### Sizing map, run 1

Scale: 6 px per um.
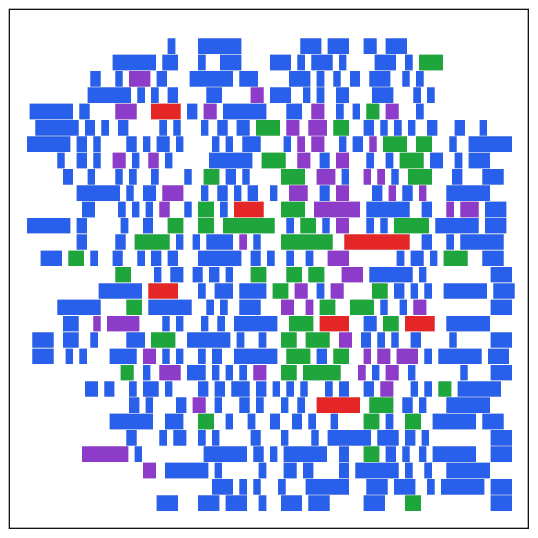
### Cell outlines without signal wires, run 1

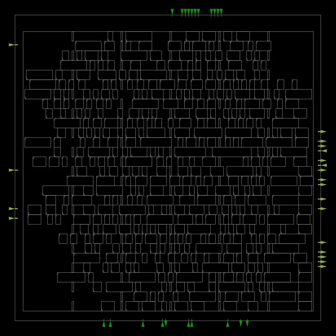
### Port wiring, run 1

Scale: 3 px per um.
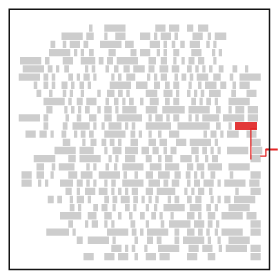
[src/rtl/ide_xfer_sequencer.sv]
// IDE transfer sequencer: stages each 512-byte chunk from the SD card into the sector buffer,
// then hands it to the host by PIO or DMA through the IDE register write port.
`timescale 1ns/1ps
module ide_xfer_sequencer #(
    parameter int unsigned TIMEOUT_CYCLES = 65535,
    parameter logic [7:0]  STATUS_DRQ     = 8'h58,
    parameter logic [7:0]  STATUS_DONE    = 8'h50
) (
    input  logic       clk,
    input  logic       rst,
    input  logic       start,
    input  logic [7:0] chunk_count,
    input  logic       use_dma,
    input  logic       abort,
    output logic       sd_req,
    input  logic       sdcard_dma_strobe,
    input  logic [8:0] sdcard_dma_addr,
    input  logic       data_flag,
    output logic       reg_we,
    output logic [3:0] reg_a,
    output logic [7:0] reg_d,
    output logic       busy,
    output logic       done,
    output logic       err
);

    localparam logic [15:0] TmoLast = 16'(TIMEOUT_CYCLES - 1);

    typedef enum logic [3:0] {
        StIdle,
        StClr,
        StFillMode,
        StFillReq,
        StFillWait,
        StArmPos,
        StArmTgt,
        StArmCtrl,
        StArmStat,
        StXferWait,
        StAck,
        StFinCtrl,
        StFinStat,
        StErrCtrl,
        StErrErr,
        StErrStat
    } state_e;

    state_e      state_q, state_d;
    logic [7:0]  remain_q, remain_d;
    logic        dma_q, dma_d;
    logic [15:0] tmo_q, tmo_d;
    logic        reg_we_q, reg_we_d;
    logic [3:0]  reg_a_q, reg_a_d;
    logic [7:0]  reg_d_q, reg_d_d;
    logic        sd_req_q, sd_req_d;
    logic        busy_q, busy_d;
    logic        done_q, done_d;
    logic        err_q, err_d;

    always_comb begin
        state_d  = state_q;
        remain_d = remain_q;
        dma_d    = dma_q;
        tmo_d    = tmo_q;
        done_d   = 1'b0;
        err_d    = err_q;

        case (state_q)
            StIdle: begin
                if (start) begin
                    err_d = 1'b0;
                    if (chunk_count == 8'd0) begin
                        done_d = 1'b1;
                    end else begin
                        remain_d = chunk_count;
                        dma_d    = use_dma;
                        state_d  = StClr;
                    end
                end
            end
            StClr:      state_d = StFillMode;
            StFillMode: state_d = StFillReq;
            StFillReq: begin
                state_d = StFillWait;
                tmo_d   = 16'd0;
            end
            StFillWait: begin
                if (sdcard_dma_strobe && sdcard_dma_addr == 9'h1FF) begin
                    state_d = StArmPos;
                end else if (tmo_q >= TmoLast) begin
                    state_d = StErrCtrl;
                end else begin
                    tmo_d = tmo_q + 16'd1;
                end
            end
            StArmPos:  state_d = StArmTgt;
            StArmTgt:  state_d = StArmCtrl;
            StArmCtrl: state_d = StArmStat;
            StArmStat: begin
                state_d = StXferWait;
                tmo_d   = 16'd0;
            end
            StXferWait: begin
                if (data_flag) begin
                    state_d = StAck;
                end else if (tmo_q >= TmoLast) begin
                    state_d = StErrCtrl;
                end else begin
                    tmo_d = tmo_q + 16'd1;
                end
            end
            StAck: begin
                remain_d = remain_q - 8'd1;
                state_d  = (remain_d != 8'd0) ? StFillMode : StFinCtrl;
            end
            StFinCtrl: state_d = StFinStat;
            StFinStat: begin
                state_d = StIdle;
                done_d  = 1'b1;
            end
            StErrCtrl: state_d = StErrErr;
            StErrErr:  state_d = StErrStat;
            StErrStat: begin
                state_d = StIdle;
                done_d  = 1'b1;
                err_d   = 1'b1;
            end
            default: state_d = StIdle;
        endcase

        // Abort wins over any completion condition seen in the same cycle.
        if (abort && !(state_q inside {StIdle, StErrCtrl, StErrErr, StErrStat})) begin
            state_d = StErrCtrl;
            done_d  = 1'b0;
        end

        // Outputs are decoded from the next state so each write lines up with its state.
        reg_we_d = 1'b0;
        reg_a_d  = 4'd0;
        reg_d_d  = 8'd0;
        sd_req_d = 1'b0;
        case (state_d)
            StClr, StAck: begin
                reg_we_d = 1'b1;
                reg_a_d  = 4'd6;
                reg_d_d  = 8'h20;
            end
            StFillMode: begin
                reg_we_d = 1'b1;
                reg_a_d  = 4'd2;
                reg_d_d  = 8'h08;
            end
            StFillReq: sd_req_d = 1'b1;
            StArmPos: begin
                reg_we_d = 1'b1;
                reg_a_d  = 4'd3;
                reg_d_d  = 8'h00;
            end
            StArmTgt: begin
                reg_we_d = 1'b1;
                reg_a_d  = 4'd5;
                reg_d_d  = 8'hFF;
            end
            StArmCtrl: begin
                reg_we_d = 1'b1;
                reg_a_d  = 4'd2;
                reg_d_d  = {4'b0000, 1'b1, dma_d, ~dma_d, 1'b0};
            end
            StArmStat: begin
                reg_we_d = 1'b1;
                reg_a_d  = 4'd0;
                reg_d_d  = STATUS_DRQ;
            end
            StFinCtrl, StErrCtrl: begin
                reg_we_d = 1'b1;
                reg_a_d  = 4'd2;
                reg_d_d  = 8'h00;
            end
            StFinStat: begin
                reg_we_d = 1'b1;
                reg_a_d  = 4'd0;
                reg_d_d  = STATUS_DONE;
            end
            StErrErr: begin
                reg_we_d = 1'b1;
                reg_a_d  = 4'd1;
                reg_d_d  = 8'h04;
            end
            StErrStat: begin
                reg_we_d = 1'b1;
                reg_a_d  = 4'd0;
                reg_d_d  = 8'h51;
            end
            default: ;
        endcase
        busy_d = (state_d != StIdle);
    end

    always_ff @(posedge clk) begin
        if (rst) begin
            state_q  <= StIdle;
            remain_q <= 8'd0;
            dma_q    <= 1'b0;
            tmo_q    <= 16'd0;
            reg_we_q <= 1'b0;
            reg_a_q  <= 4'd0;
            reg_d_q  <= 8'd0;
            sd_req_q <= 1'b0;
            busy_q   <= 1'b0;
            done_q   <= 1'b0;
            err_q    <= 1'b0;
        end else begin
            state_q  <= state_d;
            remain_q <= remain_d;
            dma_q    <= dma_d;
            tmo_q    <= tmo_d;
            reg_we_q <= reg_we_d;
            reg_a_q  <= reg_a_d;
            reg_d_q  <= reg_d_d;
            sd_req_q <= sd_req_d;
            busy_q   <= busy_d;
            done_q   <= done_d;
            err_q    <= err_d;
        end
    end

    assign reg_we = reg_we_q;
    assign reg_a  = reg_a_q;
    assign reg_d  = reg_d_q;
    assign sd_req = sd_req_q;
    assign busy   = busy_q;
    assign done   = done_q;
    assign err    = err_q;

endmodule
[config.mk]
export PLATFORM = sky130hd
export DESIGN_NAME = ide_xfer_sequencer
export DESIGN_NICKNAME = d
export VERILOG_FILES = /design/src/rtl/ide_xfer_sequencer.sv
export SDC_FILE = /design/constraint.sdc
export NUM_CORES = 1
export LEC_CHECK = 0
export ABC_AREA = 1
export CAP_MARGIN = 20
export CELL_PAD_IN_SITES_DETAIL_PLACEMENT = 1
export CELL_PAD_IN_SITES_GLOBAL_PLACEMENT = 1
export CORE_MARGIN = 2
export CORE_UTILIZATION = 38
export DETAILED_ROUTE_END_ITERATION = 16
export PLACE_DENSITY = 0.86
export SYNTH_ARGS = -nofsm -noshare
export SYNTH_HDL_FRONTEND = slang
export SYNTH_SLANG_ARGS = --single-unit
[constraint.sdc]
create_clock -name clk -period 2.2 [get_ports clk]
set_input_delay 0.44 -clock clk [delete_from_list [all_inputs] [get_ports clk]]
set_output_delay 0.44 -clock clk [all_outputs]
set_load 0.02 [all_outputs]
==> flow_summary.yaml, run 1 <==
# flow metrics
grt:
  antenna_found_initial: 0
  grt_pass1_wl_mm: 12.0
  grt-ovfl-total: 0
  use_met2_pct: 35.8
  grt_util_met1_pct: 24.5
  grt_max_degree: 18
  grt_use_total_pct: 20.1
  busiest_layer: "met2"
route:
  num_vias: 2514
  drt-vias-per-instance: 5.01
  wl_met3_um: 234
  highest-signal-layer: "met4"
  wl_met2_mm: 3.63
  post_drt_wl_per_cell_um: 14.2
  first_pass_iters: 4
  drcViolationCount: 0
  ant_nets: 0
placement:
  port_buffers: 39
  placed_cells: 491
  place_area_um2: 3180
  globalplace.congestion: 0.855
  dp_hpwl_mm: 5.55
timing:
  skew_ns: 0.0116
  fmax_ghz: 0.481
  setup_tns_ns: 0
  rsz0062_at_grt: "yes"
  drv_slew: 0
  fin_hold_ws_ns: 0.474
  hold_viol_final: 0
synthesis:
  ys_sh_simple_pct: 38.3
  compound_area_share_pct: 14.0
  yosys-stat-area_um2: 2570
  netlist_area_um2: 2570
  edf_count: 0
  adder_share_pct: 1.95
  topCellsByArea: "dfxtp_1 34%, nand2_1 10%, nor2_1 6.9%"
  common_cells: "71 x nand2_1, 47 x nor2_1, 44 x dfxtp_1, 39 x inv_1, 21 x o21ai_0"
  synth.distinct_cells: 39
  logic_family: "simple AND/OR/NAND/NOR gates"
critical_path:
  r2r_slack_ns: 0.12
  start_kind: "flip-flop"
  cp_num_buf_inv: 2
  cp_slowest_cell: "dfxtp_2"
  cp_slowest_stage_delay_ns: 0.35
  cp-end-kind: "flip-flop"
  timing.rr.start: "remain_q[0]"
  worstPathRequired_ns: 2.42
  crit_arrival_ns: 2.30
  critPathTopFamily: "simple AND/OR/NAND/NOR gates"
final_layout:
  largest_reg_flops: 16
  inverters: 52
  nets: 452
  drive_gt1_share_pct: 24.9
  logic_gates: 258
  most-common-layout-cells: "68 x nand2_1, 42 x nor2_1, 40 x dfxtp_1"
  largestClassByArea: "multi-input combinational cells"
  lay_top_count: "nand2_1"
  largest-register: "tmo_q"
clock_tree:
  clock_latency_ns: 0.31
  cts_sinks: 44
  cts_buffers: 5
  clk_pin_slew_ns: 0.09
die:
  fp.coreArea_um2: 6460
  die_h_um: 86.3
  die_w_um: 86.3
power_and_ir_drop:
  power.density_nw_per_um2: 1350
  cellLeakagePower_nw: 1.50
run:
  timing.max_cap.violations: 0
  warning_count: 29
run_status:
  outcome: "completed"
-- 'Sizing map' (at the start) --
[_0 and _1 cells] blue | cells: 319 | share: 75% | most used: nand2_1
[_3 and _4 cells] green | cells: 48 | share: 11% | most used: buf_4
[_6 and larger] red | cells: 7 | share: 1.6% | most used: clkbuf_8
[_2 cells] purple | cells: 51 | share: 12%
Signal buffers: 63
fin area: 3350 um2
setup slack after layout: 0.119 ns
area growth from synthesis to layout: 30.2%

-- 'Cell outlines without signal wires' (at the start) --
Layout Cells excl Fill: 502
Final Util: 51.8%
# rows: 29
tally of filler cells in the layout: 806

-- 'Port wiring' (at the start) --
[`busy`] red | bits: 1 | direction: output | end cells: 1 | wire: 16.8 um

-- run 1: what timing repair did --
item | in CTS | in global routing
setup buffers | 0 | 3
pin swaps | 0 | 13
setup endpoints to repair | 2 | 14
hold buffers | 0 | 0
resized | 1 | 20
-- run 1: how the worst max path moves through the flow --
stage | from | to | cells past startpoint
6_report | remain_q[0] | reg_a[1] | 17
5_1_grt | tmo_q[0] | reg_d[6] | 17
3_3_place_gp | sdcard_dma_addr[7] | reg_d[6] | 15
2_1_floorplan | remain_q[0] | reg_d[6] | 17
3_5_place_dp | sdcard_dma_addr[6] | reg_a[1] | 16
4_1_cts | remain_q[0] | reg_we | 14
-- run 1: report_power, final --
part,internal [mW],total (mW),leakage (nW),switching [mW]
logic,1.08,2.72,1.08,1.65
clock network,0.336,0.637,0.0541,0.301
registers,0.996,1.17,0.361,0.172
==> run 2, diff against run 1 <==
--- a/config.mk
+++ b/config.mk
@@ -11,6 +11,8 @@
 export CELL_PAD_IN_SITES_GLOBAL_PLACEMENT = 1
 export CORE_MARGIN = 2
 export CORE_UTILIZATION = 38
+export CTS_BUF_LIST = sky130_fd_sc_hd__clkbuf_2 sky130_fd_sc_hd__clkbuf_4 sky130_fd_sc_hd__clkbuf_8
+export CTS_CLUSTER_DIAMETER = 40
 export DETAILED_ROUTE_END_ITERATION = 16
 export PLACE_DENSITY = 0.86
 export SYNTH_ARGS = -nofsm -noshare
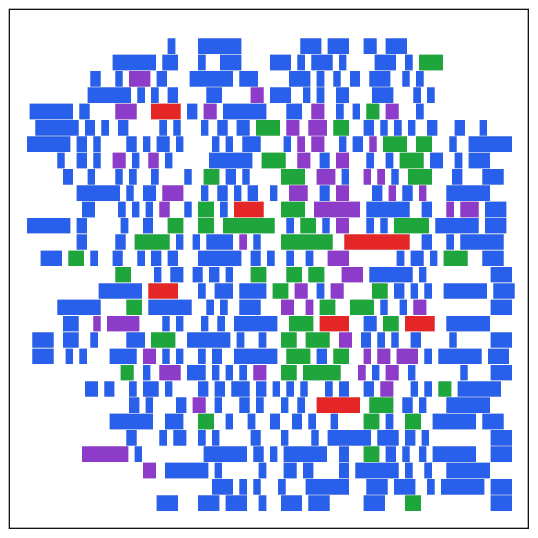
*Sizing map, run 2*
Scale: 6 px per um.
[_0 and _1 cells] blue | cells: 319 | share: 75% | most used: nand2_1
[_6 and larger] red | cells: 7 | share: 1.6% | most used: clkbuf_8
[_2 cells] purple | cells: 51 | share: 12%
[_3 and _4 cells] green | cells: 48 | share: 11% | most used: buf_4

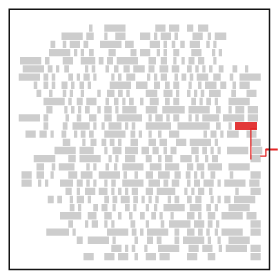
*Port wiring, run 2*
Scale: 3 px per um.
[`busy`] red | bits: 1 | direction: output | end cells: 1 | wire: 16.8 um
# port buffers: 39
# IOs: 41

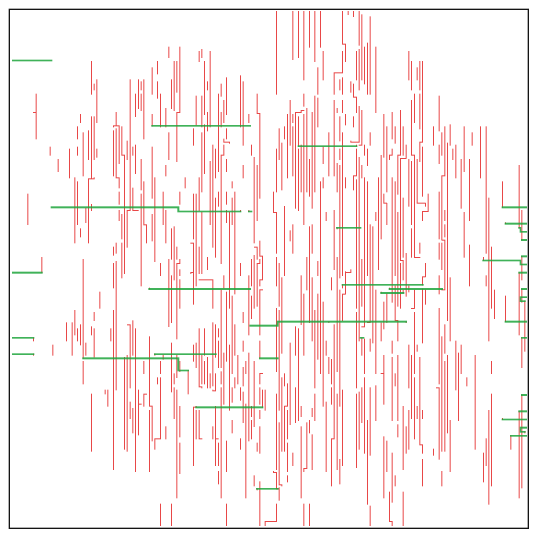
*Wiring by layer, run 2*
Scale: 6 px per um. Only two layers are drawn.
[metal 2] red | wire length: 3630 um
[metal 3] green | wire length: 234 um

==> run 2 against run 1 <==
Register-to-register slack barely moved. Area after synthesis did not move. Final cell count did not move.
==> flow_summary.yaml, run 2 <==
# flow metrics
placement:
  globalplace.congestion: 0.855
  placed_cells: 491
  place_area_um2: 3180
  dp_hpwl_mm: 5.55
die:
  die_h_um: 86.3
  fp.coreArea_um2: 6460
  rows: 29
synthesis:
  netlist_area_um2: 2570
  logic_family: "simple AND/OR/NAND/NOR gates"
  edf_count: 0
  common_cells: "71 x nand2_1, 47 x nor2_1, 44 x dfxtp_1, 39 x inv_1, 21 x o21ai_0"
  compound_area_share_pct: 14.0
final_layout:
  syn_to_final_growth_pct: 30.2
  fillers: 806
  largest_reg_flops: 16
  nets: 452
  fin_util_pct: 51.8
  lay_top_count: "nand2_1"
  stdcell_area_um2: 3350
run_status:
  outcome: "completed"
timing:
  skew_ns: 0.0116
  setup_tns_ns: 0
clock_tree:
  clk_pin_slew_ns: 0.09
  cts_buffers: 5
  clock_latency_ns: 0.31
power_and_ir_drop:
  power.density_nw_per_um2: 1350
  seq_power_share_pct: 25.8
  top_power_group: "combinational logic"
  p_int_mw: 2.41
  swShare_pct: 46.8
  p_comb_share_pct: 60.1
  seq_power_mw: 1.17
  p_sw_mw: 2.12
grt:
  use_met2_pct: 35.8
  antenna_found_initial: 0
  busiest_layer: "met2"
  grt_util_met1_pct: 24.5
  grt-ovfl-total: 0
critical_path:
  worstPathRequired_ns: 2.42
  cp_slowest_stage_delay_ns: 0.35
  start_kind: "flip-flop"
  cp-end-kind: "flip-flop"
  critPathTopFamily: "simple AND/OR/NAND/NOR gates"
  cp_slowest_cell: "dfxtp_2"
  cp_num_buf_inv: 2
route:
  post_drt_wl_per_cell_um: 14.2
  num_vias: 2514
  highest-signal-layer: "met4"
run:
  timing.max_cap.violations: 0
  warning_count: 29
==> run 2: repair_timing <==
action                                  4_1_cts  5_1_grt
pin swaps                                     0       13
endpoints found under the setup margin        2       14
endpoints found under the hold margin         0        0
buffers inserted                              0        3
gates resized                                 1       20
==> run 2: area by class of cell <==
class                   count  area [um2]  area share (%)
flip-flops and latches     44         891            26.6
clock inverters             3        42.5            1.27
repair buffers             63         571            17.0
clock buffers               5        68.8            2.06
inverters                  52         204            6.09
multi-input cells         258        1480            44.1
well taps                  77        96.3            2.88
==> run 2: worst paths after layout <==
path,to,start
worst min register to register,err,err
worst min-delay path,err,err
worst max-delay path,reg_a[1],remain_q[0]
worst max register to register,reg_a[1],remain_q[0]
No activity file was given, so power comes from the tool's default toggle rates.
